**Cell classes on the final placement**

Scale: 2 px per micron.
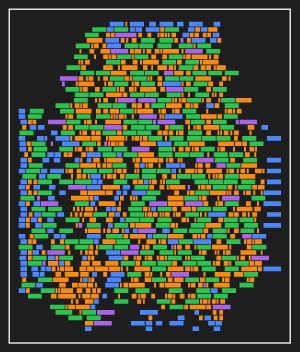
**Wires at chosen ports, followed through buffers**

Scale: 1.5 px per micron.
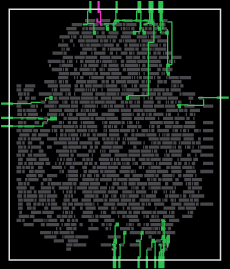
**Signal wires on met1**

Scale: 3 px per micron. Supply wires on this layer in gray.
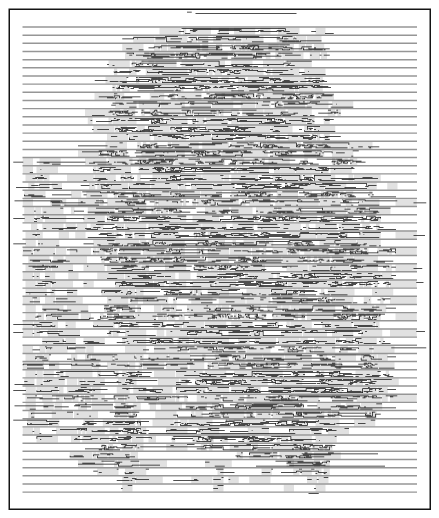
`config.mk`:
```
export PLATFORM = sky130hd
export DESIGN_NAME = sbox_share_stream_unloader
export DESIGN_NICKNAME = d
export VERILOG_FILES = /design/src/rtl/sbox_share_stream_unloader.sv
export SDC_FILE = /design/constraint.sdc
export NUM_CORES = 1
export LEC_CHECK = 0
export CAP_MARGIN = 20
export CORE_ASPECT_RATIO = 1.2
export CORE_MARGIN = 4
export CORE_UTILIZATION = 47
export CTS_CLUSTER_SIZE = 24
export DETAILED_ROUTE_END_ITERATION = 10
export GPL_TIMING_DRIVEN = 1
export PLACE_DENSITY = 0.75
export SETUP_SLACK_MARGIN = 0.05
export SKIP_CTS_REPAIR_TIMING = 1
export SYNTH_ARGS = -nofsm -noshare
export SYNTH_HDL_FRONTEND = slang
export SYNTH_SLANG_ARGS = --single-unit
```
`constraint.sdc`:
```
create_clock -name clk -period 2.5 [get_ports clk]
set_clock_uncertainty 0.05 [all_clocks]
set_input_delay 0.25 -clock clk [delete_from_list [all_inputs] [get_ports clk]]
set_output_delay 0.25 -clock clk [all_outputs]
set_load 0.05 [all_outputs]
```
`src/rtl/sbox_share_stream_unloader.sv`:
```
// Consumer-side issue/collect controller for the masked S-box pipeline.
// Credit-based issue into a fixed-latency pipeline; results land in a share-preserving FIFO.
module sbox_share_stream_unloader #(
  parameter int unsigned SHARES = 3,
  parameter int unsigned WIDTH  = 8,
  parameter int unsigned LAT    = 3,
  parameter int unsigned DEPTH  = 8
) (
  input  logic                      clk,
  input  logic                      rst,
  input  logic [SHARES*WIDTH-1:0]   in_data,
  input  logic                      in_valid,
  output logic                      in_ready,
  output logic [SHARES*WIDTH-1:0]   sbox_in,
  output logic                      sbox_in_valid,
  input  logic [SHARES*WIDTH-1:0]   sbox_out,
  output logic [SHARES*WIDTH-1:0]   out_data,
  output logic                      out_valid,
  input  logic                      out_ready
);

  localparam int unsigned DataW   = SHARES * WIDTH;
  localparam int unsigned PtrW    = (DEPTH > 1) ? $clog2(DEPTH) : 1;
  localparam int unsigned CntW    = $clog2(DEPTH + 1);
  localparam int unsigned FlightW = $clog2(LAT + 2);
  localparam int unsigned SumW    = ((CntW > FlightW) ? CntW : FlightW) + 1;

  logic [LAT-1:0]     trk_q, trk_d;
  logic [CntW-1:0]    count_q, count_d;
  logic [FlightW-1:0] inflight_q, inflight_d;
  logic [PtrW-1:0]    wr_ptr_q, wr_ptr_d;
  logic [PtrW-1:0]    rd_ptr_q, rd_ptr_d;
  logic [DataW-1:0]   mem_q [DEPTH];

  logic            accept;
  logic            tap;
  logic            wr_en;
  logic            pop;
  logic [SumW-1:0] credit_used;

  function automatic logic [PtrW-1:0] ptr_inc(input logic [PtrW-1:0] p);
    return (p == PtrW'(DEPTH - 1)) ? '0 : p + PtrW'(1);
  endfunction

  // Credit counts both buffered and in-flight tokens, so every launched token owns a slot.
  assign credit_used = SumW'(count_q) + SumW'(inflight_q);
  assign in_ready    = credit_used < SumW'(DEPTH);
  assign accept      = in_valid && in_ready;

  assign tap       = trk_q[LAT-1];
  assign wr_en     = tap;
  assign out_valid = (count_q != '0);
  assign pop       = out_valid && out_ready;
  assign out_data  = out_valid ? mem_q[rd_ptr_q] : '0;

  always_comb begin
    trk_d    = '0;
    trk_d[0] = sbox_in_valid;
    for (int unsigned i = 1; i < LAT; i++) begin
      trk_d[i] = trk_q[i-1];
    end
  end

  always_comb begin
    inflight_d = inflight_q;
    if (accept && !wr_en) begin
      inflight_d = inflight_q + FlightW'(1);
    end else if (!accept && wr_en) begin
      inflight_d = inflight_q - FlightW'(1);
    end
  end

  always_comb begin
    count_d = count_q;
    if (wr_en && !pop) begin
      count_d = count_q + CntW'(1);
    end else if (!wr_en && pop) begin
      count_d = count_q - CntW'(1);
    end
  end

  always_comb begin
    wr_ptr_d = wr_ptr_q;
    rd_ptr_d = rd_ptr_q;
    if (wr_en) wr_ptr_d = ptr_inc(wr_ptr_q);
    if (pop)   rd_ptr_d = ptr_inc(rd_ptr_q);
  end

  // Idle cycles drive zero shares so stale mask material never enters the pipeline.
  always_ff @(posedge clk) begin
    if (rst) begin
      sbox_in       <= '0;
      sbox_in_valid <= 1'b0;
    end else begin
      sbox_in       <= accept ? in_data : '0;
      sbox_in_valid <= accept;
    end
  end

  always_ff @(posedge clk) begin
    if (rst) begin
      trk_q      <= '0;
      count_q    <= '0;
      inflight_q <= '0;
      wr_ptr_q   <= '0;
      rd_ptr_q   <= '0;
    end else begin
      trk_q      <= trk_d;
      count_q    <= count_d;
      inflight_q <= inflight_d;
      wr_ptr_q   <= wr_ptr_d;
      rd_ptr_q   <= rd_ptr_d;
    end
  end

  // Popped entries are wiped so no residual shares stay in storage.
  always_ff @(posedge clk) begin
    if (rst) begin
      for (int unsigned i = 0; i < DEPTH; i++) begin
        mem_q[i] <= '0;
      end
    end else begin
      if (wr_en) mem_q[wr_ptr_q] <= sbox_out;
      if (pop)   mem_q[rd_ptr_q] <= '0;
    end
  end

  assert property (@(posedge clk) disable iff (rst) !(tap && (count_q == CntW'(DEPTH))))
    else $error("pipeline result arrived while result FIFO full");

endmodule

```
==> reports/metrics.json <==
{
  "outcome": {"value": "complete, no violations"},
  "proportion_of_layout_cells_with_a_drive_suffix_above_1": {"value": 0.2234},
  "syn-instance-count": {"value": 964},
  "cts.sink_count": {"value": 236},
  "clkTransAtPathRegs": {"value": 60, "unit": "ps"},
  "gp_weighted_congestion": {"value": 0.7868},
  "worstPathArrival": {"value": 2170, "unit": "ps"},
  "finish.net_count": {"value": 1107},
  "synthesis.yosys.warnings": {"value": 0},
  "area_delta_synth_final": {"value": 29.03, "unit": "%"},
  "syn-num-nets": {"value": 1028},
  "postPlaceCellArea": {"value": 11480, "unit": "sq um"},
  "wire_length_of_the_first_global_routing_pass": {"value": 44370, "unit": "microns"},
  "clock-root-buffer": {"value": "clkbuf_16"},
  "antenna-diode-count": {"value": 0},
  "worstMarginPinSlew": {"value": 744.1, "unit": "ps"},
  "routed_wire_length_per_instance": {"value": 21.42, "unit": "microns"},
  "setup_ws": {"value": 29.69, "unit": "ps"},
  "drv_cap": {"value": 0},
  "worstRegToRegCells": {"value": 10},
  "hold_path.class": {"value": "in -> reg"},
  "boundaryPins": {"value": 103},
  "design.die.area": {"value": 23230, "unit": "sq um"},
  "rsz0062_at_grt": {"value": "true"},
  "detail_route.iter0.violations": {"value": 757},
  "pre_cts_ws": {"value": 67.48, "unit": "ps"},
  "max_frequency": {"value": 0.4048, "unit": "GHz"},
  "final_cell_area": {"value": 12640, "unit": "sq um"},
  "port_buffers": {"value": 102},
  "detail_route.vias_per_cell": {"value": 6.090},
  "die.size.y": {"value": 166.2, "unit": "microns"},
  "powerDensity": {"value": 806.3, "unit": "nW/um^2"},
  "die_w": {"value": 139.8, "unit": "microns"},
  "grt_max_degree": {"value": 26},
  "dr.pass1.iters": {"value": 5},
  "static-leakage-power": {"value": 0.004785, "unit": "uW"},
  "cts-htree-levels": {"value": 1},
  "routed_wl": {"value": 28400, "unit": "microns"},
  "cts_inserted_buffers": {"value": 24},
  "dp_hpwl": {"value": 16310, "unit": "microns"},
  "number_of_cell_instances_after_yosys_synthesis": {"value": 964},
  "worstSetupPathType": {"value": "reg -> out"},
  "r2r_end": {"value": "inflight_q[2]"}
}
Notes on 'cell classes on the final placement' above:
combinational and other logic -> orange  # cells 623
remaining buffers and delay cells -> blue  # cells 158
sequential cells -> green  # cells 236
clock drivers and dummy loads -> purple  # cells 44

Notes on 'wires at chosen ports, followed through buffers' above:
out_valid -> magenta  # direction output, end cells 1, buffers 1, wire 14.8 microns
sbox_out -> green  # direction input, end cells 24, buffers 24, wire 625 microns

Notes on 'signal wires on met1' above:
nets with wire on the layer = 1028
main direction = horizontal
longest straight run = 42.8 microns
wire length on this layer = 10600 microns
share of all routed wire = 37%

-- layout by cell type, fill, tap and decap left out, drive strengths merged --
cell type / n
a211oi: 2
a21oi: 7
a22oi: 192
a31o: 1
a31oi: 1
and2: 25
and3: 1
and4: 1
and4b: 3
buf: 73
bufinv: 1
clkbuf: 45
clkdlybuf4s50: 75
clkinv: 7
dfxtp: 236
fa: 2
ha: 10
inv: 7
mux2: 1
mux2i: 28
mux4: 48
nand2: 2
nand3: 2
nor2: 241
nor2b: 28
nor3: 4
nor3b: 5
nor4: 1
nor4b: 1
nor4bb: 3
o21ai: 1
o41a: 1
or3: 2
xnor2: 1
xor2: 3
-- Yosys cell counts, drive strengths merged --
library cell | number | area (sq um)
mux2 | 1 | 11.26
o21ai | 1 | 5.000
a31oi | 1 | 6.260
clkbuf | 73 | 294.0
or3 | 2 | 17.52
nor4bb | 3 | 30.03
o41a | 1 | 12.51
nand3 | 2 | 10.01
xor2 | 3 | 26.28
and4b | 3 | 30.03
a211oi | 2 | 20.02
nor2b | 28 | 175.2
buf | 32 | 182.7
mux4 | 48 | 1081
nor3 | 4 | 31.28
a22oi | 192 | 1441
and3 | 1 | 6.260
xnor2 | 1 | 8.760
inv | 6 | 22.52
dfxtp | 236 | 4725
a21oi | 7 | 35.03
ha | 10 | 125.1
nor2 | 241 | 907.1
mux2i | 28 | 280.3
a31o | 1 | 8.760
nor4b | 1 | 15.01
nor4 | 1 | 6.260
nor3b | 5 | 70.07
and4 | 1 | 8.760
fa | 2 | 40.04
and2 | 25 | 156.4
nand2 | 2 | 7.510
-- metrics by stage --
stage,util,instances,hold slack (ps),total power (uW)
2_1_floorplan,-,964,321.7,5511
5_1_grt,0.6197,1326,132.0,10560
6_report,0.6197,1326,108.8,10190
4_1_cts,0.6020,1313,101.7,9817
3_5_place_dp,0.5629,1269,379.7,6281
3_3_place_gp,0.5629,1269,371.7,6252
-- metal layers --
layer,wire (microns),up-vias,part of all wire,GRT usage
li1,-,3609,-,-
met4,928,0,0.033,0.09440
met3,3022,84,0.11,0.05674
met5,0,-,0,0
met1,10640,3954,0.37,0.2810
met2,13800,429,0.49,0.4009
-- layout make-up --
type	instances	area [sq um]
multi-input cells	617	4816
well taps	265	331.6
repair buffers	158	1936
flip-flops and latches	236	4737
clock inverters	9	71.32
fillers	1591	7756
clock buffers	35	724.4
inverters	6	25.02
-- sequential cells by signal, indices dropped and copies added, names as in the netlist, named ones only --
name,count
trk_q,3
rd_ptr_q,3
wr_ptr_q,3
sbox_in_valid,1
sbox_in,24
inflight_q,3
mem_q,192
count_q,4
-- cell families after synthesis --
family | after synthesis | synth area share
simple gates | 319 | 0.1502
buf+inv | 111 | 0.05096
fa+ha+maj | 12 | 0.01686
xor+xnor | 4 | 0.003577
flops | 236 | 0.4822
compound gates | 205 | 0.1561
mux | 77 | 0.1401
-- worst max-delay path, cell delays in order, from the launching register on --
cell     delay (ps)
dfxtp_4         370
buf_12          140
buf_12          140
mux4_2          520
mux2i_2         240
nor2_2           80
buf_12          160
-- power by group --
group,switching [uW],leakage (uW),total [uW],internal [uW]
logic,1450,0.00248,2560,1120
registers,142,0.00191,4040,3900
clock network,1480,0.000401,3590,2110
Power figures rest on the tool's default switching activity, not on a simulated workload.
